===== src/rtl/flag_ctrl.sv =====
// flag_ctrl: owner of the Z/N/C/V flag register.
// Arbitrates ALU/explicit writes and interrupt save/restore via a shadow stack.
module flag_ctrl #(
  parameter int          DEPTH       = 4,
  parameter logic [3:0]  RESET_FLAGS = 4'b0000
) (
  input  logic                       clk,
  input  logic                       rst_n,
  input  logic                       alu_valid,
  input  logic [3:0]                 alu_flags,
  input  logic [3:0]                 alu_mask,
  output logic                       alu_gnt,
  input  logic                       wr_valid,
  input  logic [3:0]                 wr_flags,
  input  logic [3:0]                 wr_mask,
  output logic                       wr_gnt,
  input  logic                       save_req,
  input  logic                       restore_req,
  output logic                       save_ack,
  output logic                       restore_ack,
  input  logic                       err_clr,
  output logic [3:0]                 flags_out,
  output logic                       busy,
  output logic [$clog2(DEPTH):0]     depth_cnt,
  output logic                       stack_full,
  output logic                       stack_empty,
  output logic                       ovf_err,
  output logic                       unf_err
);

  localparam int AW = $clog2(DEPTH);
  localparam int CW = AW + 1;

  typedef enum logic [2:0] {
    IDLE, SAVE, RD, WB, ERR
  } state_e;

  state_e          state_q, state_d;
  logic [3:0]      flags_q, flags_d;
  logic [CW-1:0]   cnt_q, cnt_d;
  logic [3:0]      rd_q, rd_d;
  logic            ovf_q, ovf_d;
  logic            unf_q, unf_d;
  logic            esav_q, esav_d;
  logic            push;
  logic [3:0]      stack_q [DEPTH];
  logic [AW-1:0]   wr_idx, top_idx;
  logic            full, empty;

  assign full    = (cnt_q == CW'(DEPTH));
  assign empty   = (cnt_q == '0);
  assign wr_idx  = cnt_q[AW-1:0];
  // At cnt==DEPTH the low bits wrap to 0, so minus one still lands on the top entry
  assign top_idx = cnt_q[AW-1:0] - AW'(1);

  always_comb begin
    state_d     = state_q;
    flags_d     = flags_q;
    cnt_d       = cnt_q;
    rd_d        = rd_q;
    ovf_d       = ovf_q & ~err_clr;
    unf_d       = unf_q & ~err_clr;
    esav_d      = esav_q;
    alu_gnt     = 1'b0;
    wr_gnt      = 1'b0;
    save_ack    = 1'b0;
    restore_ack = 1'b0;
    push        = 1'b0;
    unique case (state_q)
      IDLE: begin
        if (rst_n) begin
          if (restore_req) begin
            if (empty) begin
              unf_d   = 1'b1;
              esav_d  = 1'b0;
              state_d = ERR;
            end else begin
              cnt_d   = cnt_q - CW'(1);
              rd_d    = stack_q[top_idx];
              state_d = RD;
            end
          end else if (save_req) begin
            if (full) begin
              ovf_d   = 1'b1;
              esav_d  = 1'b1;
              state_d = ERR;
            end else begin
              state_d = SAVE;
            end
          end else if (wr_valid) begin
            wr_gnt  = 1'b1;
            flags_d = (flags_q & ~wr_mask) | (wr_flags & wr_mask);
          end else if (alu_valid) begin
            alu_gnt = 1'b1;
            flags_d = (flags_q & ~alu_mask) | (alu_flags & alu_mask);
          end
        end
      end
      SAVE: begin
        push     = 1'b1;
        cnt_d    = cnt_q + CW'(1);
        save_ack = 1'b1;
        state_d  = IDLE;
      end
      RD: begin
        state_d = WB;
      end
      WB: begin
        flags_d     = rd_q;
        restore_ack = 1'b1;
        state_d     = IDLE;
      end
      ERR: begin
        save_ack    = esav_q;
        restore_ack = ~esav_q;
        state_d     = IDLE;
      end
      default: state_d = IDLE;
    endcase
  end

  always_ff @(posedge clk or negedge rst_n) begin
    if (!rst_n) begin
      state_q <= IDLE;
      flags_q <= RESET_FLAGS;
      cnt_q   <= '0;
      rd_q    <= '0;
      ovf_q   <= 1'b0;
      unf_q   <= 1'b0;
      esav_q  <= 1'b0;
    end else begin
      state_q <= state_d;
      flags_q <= flags_d;
      cnt_q   <= cnt_d;
      rd_q    <= rd_d;
      ovf_q   <= ovf_d;
      unf_q   <= unf_d;
      esav_q  <= esav_d;
    end
  end

  // Stack contents need no reset; depth_cnt alone defines validity
  always_ff @(posedge clk) begin
    if (push) stack_q[wr_idx] <= flags_q;
  end

  assign flags_out   = flags_q;
  assign busy        = (state_q != IDLE);
  assign depth_cnt   = cnt_q;
  assign stack_full  = full;
  assign stack_empty = empty;
  assign ovf_err     = ovf_q;
  assign unf_err     = unf_q;

endmodule


===== config.mk =====
export PLATFORM = sky130hd
export DESIGN_NAME = flag_ctrl
export DESIGN_NICKNAME = d
export VERILOG_FILES = /design/src/rtl/flag_ctrl.sv
export SDC_FILE = /design/constraint.sdc
export NUM_CORES = 1
export LEC_CHECK = 0
export ABC_CLOCK_PERIOD_IN_PS = 5000
export CORE_MARGIN = 2
export CORE_UTILIZATION = 53
export CTS_CLUSTER_DIAMETER = 40
export DETAILED_ROUTE_END_ITERATION = 12
export GPL_ROUTABILITY_DRIVEN = 1
export PLACE_DENSITY = 0.84
export SLEW_MARGIN = 20
export SYNTH_ARGS = -nofsm -noshare
export SYNTH_HDL_FRONTEND = slang
export SYNTH_SLANG_ARGS = --single-unit

===== constraint.sdc =====
create_clock -name clk -period 5 [get_ports clk]
set_clock_uncertainty 0.2 [all_clocks]
set_input_delay 1.5 -clock clk [delete_from_list [all_inputs] [get_ports clk]]
set_output_delay 1.5 -clock clk [all_outputs]
set_load 0.02 [all_outputs]

==> run_1/met3.png <==
Scale bar: 20 microns.
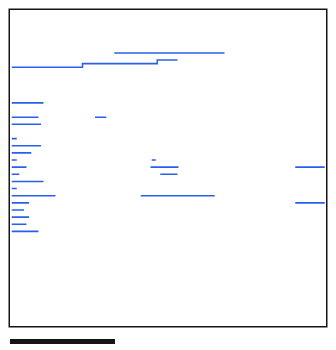
- share of all routed wire: 4.5%
- longest straight run: 20.7 microns
via total after detailed routing: 1199
GR Layer Usage met3: 0.0693
wirelength, routed: 3270 microns

==> run_1/metal_stack.png <==
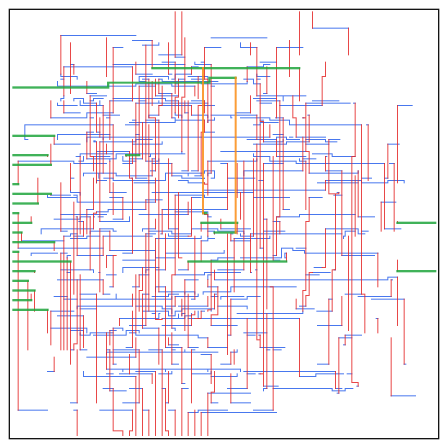
- green: met3 (wire length 147 microns)
- red: met2 (wire length 1640 microns)
- orange: met4 (wire length 42.2 microns)
- blue: met1 (wire length 1450 microns)

==> impl_metrics.toml, run 1 <==
# synthesis and place-and-route metrics
[drt]
drt_iter0_markers = 31
top_layer = "met4"
met2_length_microns = 1640
routed_wire_length_per_instance_microns = 14.5

[grt]
grt_met2_use = 0.321
grt_pass1_vias = 1172
global_route_wire_length_before_repair_microns = 5260
grt_antenna_before_repair = 0
grt_overflow = 0

[critical_path]
cp_cell_sequence = "clkdlybuf4s50_1 > nor2_1 > nand2_1 > nor4b_1 > clkdlybuf4s50_1"
ff2ff_setup_slack_ns = 2.68
cp_num_buf_inv = 2
worstReg2RegEnd = "depth_cnt[2]"
cp.depth = 5
worstSetupEndpoint = "alu_gnt"
timing.critical_path.arrival_ns = 3.09
timing_worst_setup_path_type = "in2out"
worst_setup_path_startpoint = "restore_req"
worstRegToRegCells = 7

[clock_network]
cts_setup_buffers = 0
post_cts_hold_buffer_count = 0
ctsResizeCount = 0
cts_buffers = 5
clk_sink_count = 33
clock_tree_from_tritoncts = "yes"
cts.root.buffer_cell = "sky130_fd_sc_hd__clkbuf_4"
clk-insertion-delay-late_ns = 0.33

[power]
leakage_nw = 0.830
fin_total_pwr_mw = 1.11

[final_layout]
final.signal_buffer_count = 41
area_dominant_class = "registers"
final_cell_mix = "38 x sky130_fd_sc_hd__clkdlybuf4s50_1, 17 x sky130_fd_sc_hd__dfrtp_1, 16 x sky130_fd_sc_hd__edfxtp_1, 12 x sky130_fd_sc_hd__nor2_1"
finish.net_count = 208
seq_share = 0.421
clk_share = 0.0233
area.sequential_sq_um = 906
comb.multi_input.count = 90
nonClkBufAreaFrac = 0.187

[floorplanning]
design.core.area_sq_um = 3030
die-width_microns = 60.2
num_tap_cells = 44
core.rowCount = 20

[placed_design]
place.port_buffers = 38
detailed_place.area_sq_um = 2100
place_inst = 217
detailed_place_hpwl_microns = 2550
place.gp.congestion = 0.765

[timing]
post-route-worst-setup-slack_ns = 0.212
grt_setup_unrepaired = "false"
max_slew_margin = 0.667
final_hold_viol_count = 0
setup_viol_count_final = 0

[status]
run_status = "completed"

[job]
maxCapViolations = 0
tool_warnings = 29

[logic_synthesis]
synth_cells = 137
postSynth.asyncResetShare = 0.515
synth-edff-count = 16
yosysUniqueCellTypes = 39

[hold_path]
min_path_type = "reg2reg"
==> run_1/clock_map.png <==
Scale bar: 20 microns.
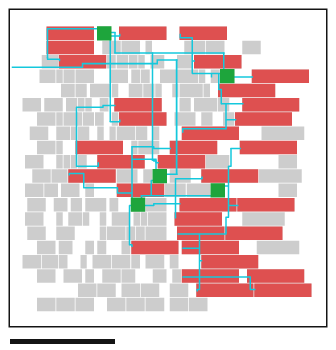
- green: cells driving clock nets (count 5)
- red: flip-flops (count 33)
- cyan: clock wires (length 385 microns)
- routed clock nets: 6

## run 1: kinds of logic (layout without fill, tap and decap cells)
group,Yosys count,after routing,share of synthesized area
AND/OR/NAND/NOR,47,47,0.163
flip-flops,33,33,0.541
AND-OR/OR-AND,22,22,0.0882
multiplexers,14,14,0.117
buffers and inverters,14,58,0.0381
adder cells (fa/ha/maj),5,5,0.0419
XOR/XNOR,2,2,0.0105
## run 1: cells in the mapped netlist, types with 2 or more instances
master | number | area, sq um
sky130_fd_sc_hd__dfrtp_1 | 17 | 425
sky130_fd_sc_hd__edfxtp_1 | 16 | 480
sky130_fd_sc_hd__nor2_1 | 12 | 45.0
sky130_fd_sc_hd__inv_1 | 9 | 33.8
sky130_fd_sc_hd__o21ai_0 | 9 | 45.0
sky130_fd_sc_hd__and2_1 | 5 | 31.3
sky130_fd_sc_hd__mux2_2 | 5 | 56.3
sky130_fd_sc_hd__mux2i_1 | 5 | 50.1
sky130_fd_sc_hd__nand2_1 | 5 | 18.8
sky130_fd_sc_hd__a21oi_1 | 4 | 20.0
sky130_fd_sc_hd__ha_1 | 4 | 50.1
sky130_fd_sc_hd__mux4_2 | 4 | 90.1
sky130_fd_sc_hd__nand3_1 | 4 | 20.0
sky130_fd_sc_hd__nand3b_1 | 4 | 30.0
sky130_fd_sc_hd__a221o_2 | 3 | 33.8
sky130_fd_sc_hd__clkbuf_1 | 3 | 11.3
sky130_fd_sc_hd__nor3_1 | 3 | 15.0
sky130_fd_sc_hd__nand2b_1 | 2 | 12.5
sky130_fd_sc_hd__nor2b_1 | 2 | 12.5
sky130_fd_sc_hd__xnor2_1 | 2 | 17.5
## run 1: power breakdown
group / switching, mW / internal [mW]
sequential: 0.0903 / 0.381
clock: 0.0856 / 0.0508
combinational: 0.241 / 0.260
total: 0.417 / 0.691
==> inputs of run 2 (changes only) <==
--- a/config.mk
+++ b/config.mk
@@ -6,12 +6,14 @@
 export NUM_CORES = 1
 export LEC_CHECK = 0
 export ABC_CLOCK_PERIOD_IN_PS = 5000
+export CAP_MARGIN = 5
 export CORE_MARGIN = 2
 export CORE_UTILIZATION = 53
 export CTS_CLUSTER_DIAMETER = 40
 export DETAILED_ROUTE_END_ITERATION = 12
 export GPL_ROUTABILITY_DRIVEN = 1
 export PLACE_DENSITY = 0.84
+export SKIP_CTS_REPAIR_TIMING = 1
 export SLEW_MARGIN = 20
 export SYNTH_ARGS = -nofsm -noshare
 export SYNTH_HDL_FRONTEND = slang
==> run_2/final_placement.png <==
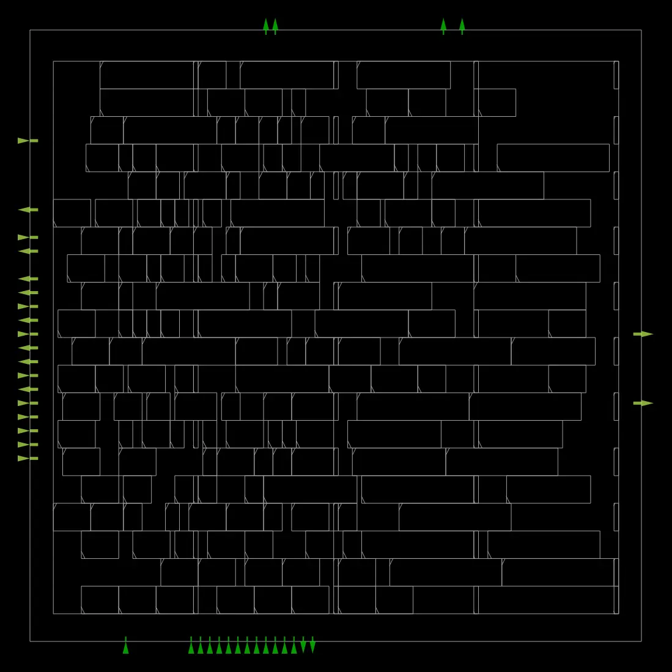
num rows: 20
well-tap cell count: 44

==> run_2/met3.png <==
Scale bar: 20 microns.
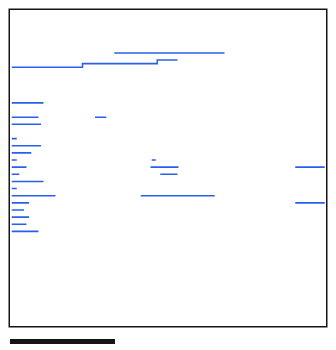

==> impl_metrics.toml, run 2 <==
# synthesis and place-and-route metrics
[floorplanning]
die-width_microns = 60.2
design.core.area_sq_um = 3030

[timing]
max_slew_margin = 0.667
grt_setup_unrepaired = "false"
final_hold_viol_count = 0

[job]
maxCapViolations = 0
tool_warnings = 29

[status]
run_status = "completed"

[placed_design]
place.gp.congestion = 0.765
detailed_place_hpwl_microns = 2550
place.port_buffers = 38

[logic_synthesis]
topCellsByArea = "sky130_fd_sc_hd__edfxtp_1 29%, sky130_fd_sc_hd__dfrtp_1 25%, sky130_fd_sc_hd__mux4_2 5.4%"
synth_cells = 137
synth-edff-count = 16
netlist.top_cell.by_area = "sky130_fd_sc_hd__edfxtp_1"
synth.area.mux_share = 0.117
most_common_cell = "sky130_fd_sc_hd__dfrtp_1"
fa_ha_area_frac = 0.0419
postSynth.asyncResetShare = 0.515
yosysUniqueCellTypes = 39

[final_layout]
seq_share = 0.421
final.signal_buffer_count = 41
finish.net_count = 208
area.sequential_sq_um = 906
comb.multi_input.count = 90
final_cell_mix = "38 x sky130_fd_sc_hd__clkdlybuf4s50_1, 17 x sky130_fd_sc_hd__dfrtp_1, 16 x sky130_fd_sc_hd__edfxtp_1, 12 x sky130_fd_sc_hd__nor2_1"
nonClkBufAreaFrac = 0.187
clk_share = 0.0233

[drt]
routed_wire_length_per_instance_microns = 14.5
drt_iter0_markers = 31
totalWireLength_microns = 3270
ant_nets = 0

[clock_network]
cts_buffers = 5
clk_sink_count = 33
clk-insertion-delay-late_ns = 0.33
clock_tree_from_tritoncts = "yes"
cts.root.buffer_cell = "sky130_fd_sc_hd__clkbuf_4"

[grt]
grt_overflow = 0
global_route_wire_length_before_repair_microns = 5260
grt_pass1_vias = 1172
grt_antenna_before_repair = 0

[power]
leakage_nw = 0.830

[hold_path]
min_path_type = "reg2reg"

[critical_path]
timing_worst_setup_path_type = "in2out"
timing.critical_path.arrival_ns = 3.09
cp-end-kind = "output port"
cp_cell_sequence = "clkdlybuf4s50_1 > nor2_1 > nand2_1 > nor4b_1 > clkdlybuf4s50_1"
==> run 2: cell counts in the layout (fill, tap and decap cells not counted) <==
No cell type changed its count.
==> run 2: final timing paths <==
check,slack (ns),depth (start not counted),from,to
setup / recovery,0.21,5,restore_req,alu_gnt
hold / removal,0.33,1,rd_q[0],rd_q[0]
setup reg to reg,2.68,7,state_q[2],depth_cnt[2]
hold reg to reg,0.33,1,rd_q[0],rd_q[0]
max in group asynchronous,3.04,2,rst_n,depth_cnt[0]
min in group asynchronous,1.34,2,rst_n,ovf_err
==> run 2: kinds of logic (layout without fill, tap and decap cells) <==
family / count (synthesis) / count (layout)
xor gates and xnor gates: 2 / 2
muxes: 14 / 14
DFF: 33 / 33
AOI/OAI and AO/OA: 22 / 22
and+or+nand+nor: 47 / 47
buffers and inverters: 14 / 58
adders and majority gates: 5 / 5
==> run 2: per-stage QoR <==
| step | power (mW) | setup WS (ns) | instance area (sq um) | std cells |
|---|---|---|---|---|
| after global placement | 0.961 | 0.253 | 2100 | 217 |
| after CTS | 1.12 | 0.173 | 2150 | 225 |
| after detailed placement | 0.981 | 0.187 | 2100 | 217 |
| after global routing | 1.19 | 0.0909 | 2150 | 225 |
| final | 1.11 | 0.212 | 2150 | 225 |
| after floorplan | 0.793 | 0.635 | 1670 | 137 |
==> run 2: per-layer routing <==
layer | routed length [microns] | track usage | vias up
met3 | 147 | 0.0693 | 4
met1 | 1450 | 0.265 | 575
met2 | 1640 | 0.321 | 30
li1 | - | - | 590
met5 | 0 | 0 | -
met4 | 42 | 0.0698 | 0
==> run 2: where the power goes <==
part           switching, mW  internal (mW)  total [mW]
clock                 0.0856         0.0508       0.136
sequential            0.0903          0.381       0.471
combinational          0.241          0.260       0.501
total                  0.417          0.691        1.11
==> inputs of run 3 (changes only) <==
--- a/config.mk
+++ b/config.mk
@@ -12,6 +12,7 @@
 export CTS_CLUSTER_DIAMETER = 40
 export DETAILED_ROUTE_END_ITERATION = 12
 export GPL_ROUTABILITY_DRIVEN = 1
+export GPL_TIMING_DRIVEN = 0
 export PLACE_DENSITY = 0.84
 export SKIP_CTS_REPAIR_TIMING = 1
 export SLEW_MARGIN = 20
==> run_3/final_placement.png <==
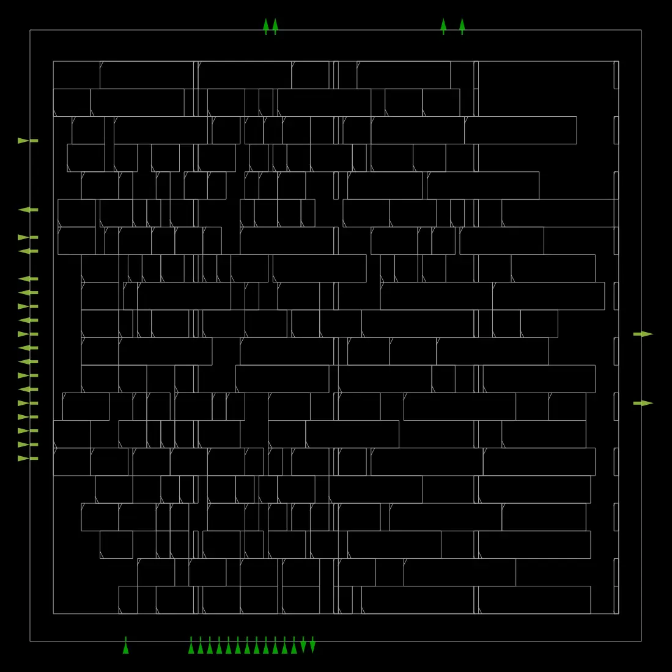
fill cell total of the finished layout: 240
Core Region: 3030 sq um
sequential fraction of total cell area: 0.417
final core utilization: 0.717
Cell Count, Final, Fillers Out: 226

==> run_3/metal_stack.png <==
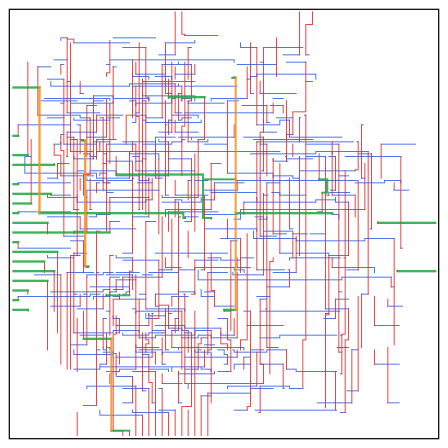
via total after detailed routing: 1212
total global routing track utilization: 0.212
wirelength, routed: 3410 microns
per-cell routed wire length: 15.1 microns

==> impl_metrics.toml, run 3 <==
# synthesis and place-and-route metrics
[hold_path]
min_path_type = "reg2reg"
hp-start = "rd_q[2]"

[timing]
period_minus_slack_ns = 4.83
max_slew_margin = 0.652
max_slew.worst_pin.slew_ns = 0.523
final_hold_viol_count = 0
setup_viol_count_final = 0
post-route-period-util = 0.966
grt_setup_unrepaired = "false"
final.setup.tns_ns = 0

[logic_synthesis]
post-synth-top-area-fraction = 0.287
netlist_top_cells_count = "17 x sky130_fd_sc_hd__dfrtp_1, 16 x sky130_fd_sc_hd__edfxtp_1, 12 x sky130_fd_sc_hd__nor2_1"
postSynthSeqShare = 0.541
synth_cells = 137
synth-edff-count = 16
netlist.top_cell.by_area = "sky130_fd_sc_hd__edfxtp_1"
ys.flop_type = "sky130_fd_sc_hd__dfrtp_1"
postSynth.asyncResetShare = 0.515
yosysUniqueCellTypes = 39
yosys_area_sq_um = 1670
synth_area_per_cell_sq_um = 12.2
most_common_cell = "sky130_fd_sc_hd__dfrtp_1"
ys_seq_elements = 33
topCellsByArea = "sky130_fd_sc_hd__edfxtp_1 29%, sky130_fd_sc_hd__dfrtp_1 25%, sky130_fd_sc_hd__mux4_2 5.4%"

[clock_network]
clock_tree_from_tritoncts = "yes"
clk-insertion-delay-late_ns = 0.33
htreeDepth = 2
cts_buffers = 5
cts.root.buffer_cell = "sky130_fd_sc_hd__clkbuf_4"
cts.path.max_buffers = 2
clk_sink_count = 33

[critical_path]
critPathMaxStageDelay_ns = 0.63
worst_setup_path_startpoint = "restore_req"
cp_dominant_cell_by_count = "sky130_fd_sc_hd__clkdlybuf4s50_1"
cpMaxStageDelayCell = "sky130_fd_sc_hd__clkdlybuf4s50_1"
cp_cell_sequence = "clkdlybuf4s50_1 > nor2_1 > nand2_1 > nor3b_1 > clkdlybuf4s50_1"
cp-end-kind = "output port"
timing_worst_setup_path_type = "in2out"
timing.critical_path.arrival_ns = 3.13
crit-reg2reg-launch = "depth_cnt[0]"

[floorplanning]
chipHeight_microns = 60.2
core.rowCount = 20
floorplan.initialDensity = 0.553
chipArea_sq_um = 3620
die-width_microns = 60.2

[grt]
global_route_wire_length_before_repair_microns = 5460
grt_pass1_vias = 1260
grt_antenna_before_repair = 0
grt_overflow = 0

[placed_design]
detailed_place.area_sq_um = 2100
place.gp.congestion = 0.768
detailed_place_hpwl_microns = 2610
place.port_buffers = 37

[final_layout]
diodes = 0
final_cell_mix = "35 x sky130_fd_sc_hd__clkdlybuf4s50_1, 17 x sky130_fd_sc_hd__dfrtp_1, 16 x sky130_fd_sc_hd__edfxtp_1, 12 x sky130_fd_sc_hd__nor2_1"
finish.instance_area_sq_um = 2170
post_route_cells_drive_above_1_share = 0.137
finish.net_count = 209
syn_to_final_growth_pct = 29.7
final_common_cell = "sky130_fd_sc_hd__clkdlybuf4s50_1"

[drt]
drt_iter0_markers = 33
ant_nets = 0

[power]
power_per_cell_area_nw_per_um2 = 543
fin_total_pwr_mw = 1.18
leakage_nw = 0.855

[job]
maxCapViolations = 0
tool_warnings = 29

[status]
run_status = "completed"
run 3: worst max-delay path: cells and delay by family:
| family | cells | cell delay [ns] |
|---|---|---|
| buffers and inverters | 2 | 1.16 |
| and+or+nand+nor | 3 | 0.47 |
run 3: area by class of cell:
class	count	area, sq um
clock inverters	2	33.8
plain buffers	5	30.0
repair buffers	37	368
flip-flops and latches	33	906
clock buffers	6	41.3
multi-input cells	90	704
well taps	44	55.1
inverters	9	33.8
fillers	240	856
run 3: through the flow:
stage,utilization,worst slack [ns],instances,hold slack [ns]
finish,0.717,0.168,226,0.313
global route,0.717,0.0557,226,0.331
detailed placement,0.693,-0.541,218,0.294
floorplan,-,0.635,137,0.276
CTS,0.718,-0.570,226,0.316
global placement,0.693,-0.519,218,0.291
run 3: worst paths after layout:
path / slack, ns / cells past startpoint / endpoint
worst max-delay path: 0.17 / 5 / wr_gnt
worst min-delay path: 0.31 / 1 / register
worst max register to register: 2.53 / 6 / rd_q[0]
worst min register to register: 0.31 / 1 / register
max in group asynchronous: 3.32 / 1 / rd_q[0]
min in group asynchronous: 0.92 / 1 / ovf_err
run 3: report_power, final:
group / internal (mW) / switching, mW
combinational: 0.271 / 0.271
sequential: 0.381 / 0.0656
clock: 0.104 / 0.0868
run 3: logic make-up (layout without fill, tap and decap cells):
kind of cell,after synthesis,count (layout),synth area share
and+or+nand+nor,47,47,0.163
DFF,33,33,0.541
AOI/OAI and AO/OA,22,22,0.0882
muxes,14,14,0.117
buffers and inverters,14,59,0.0381
adders and majority gates,5,5,0.0419
xor gates and xnor gates,2,2,0.0105
run 3: routing by layer:
layer / track usage / wire (microns) / vias up
met1: 0.267 / 1440 / 574
met5: 0 / 0 / -
met3: 0.0584 / 159 / 10
met2: 0.339 / 1720 / 35
met4: 0.0952 / 80 / 0
li1: - / - / 593
Power figures rest on the tool's default switching activity, not on a simulated workload.
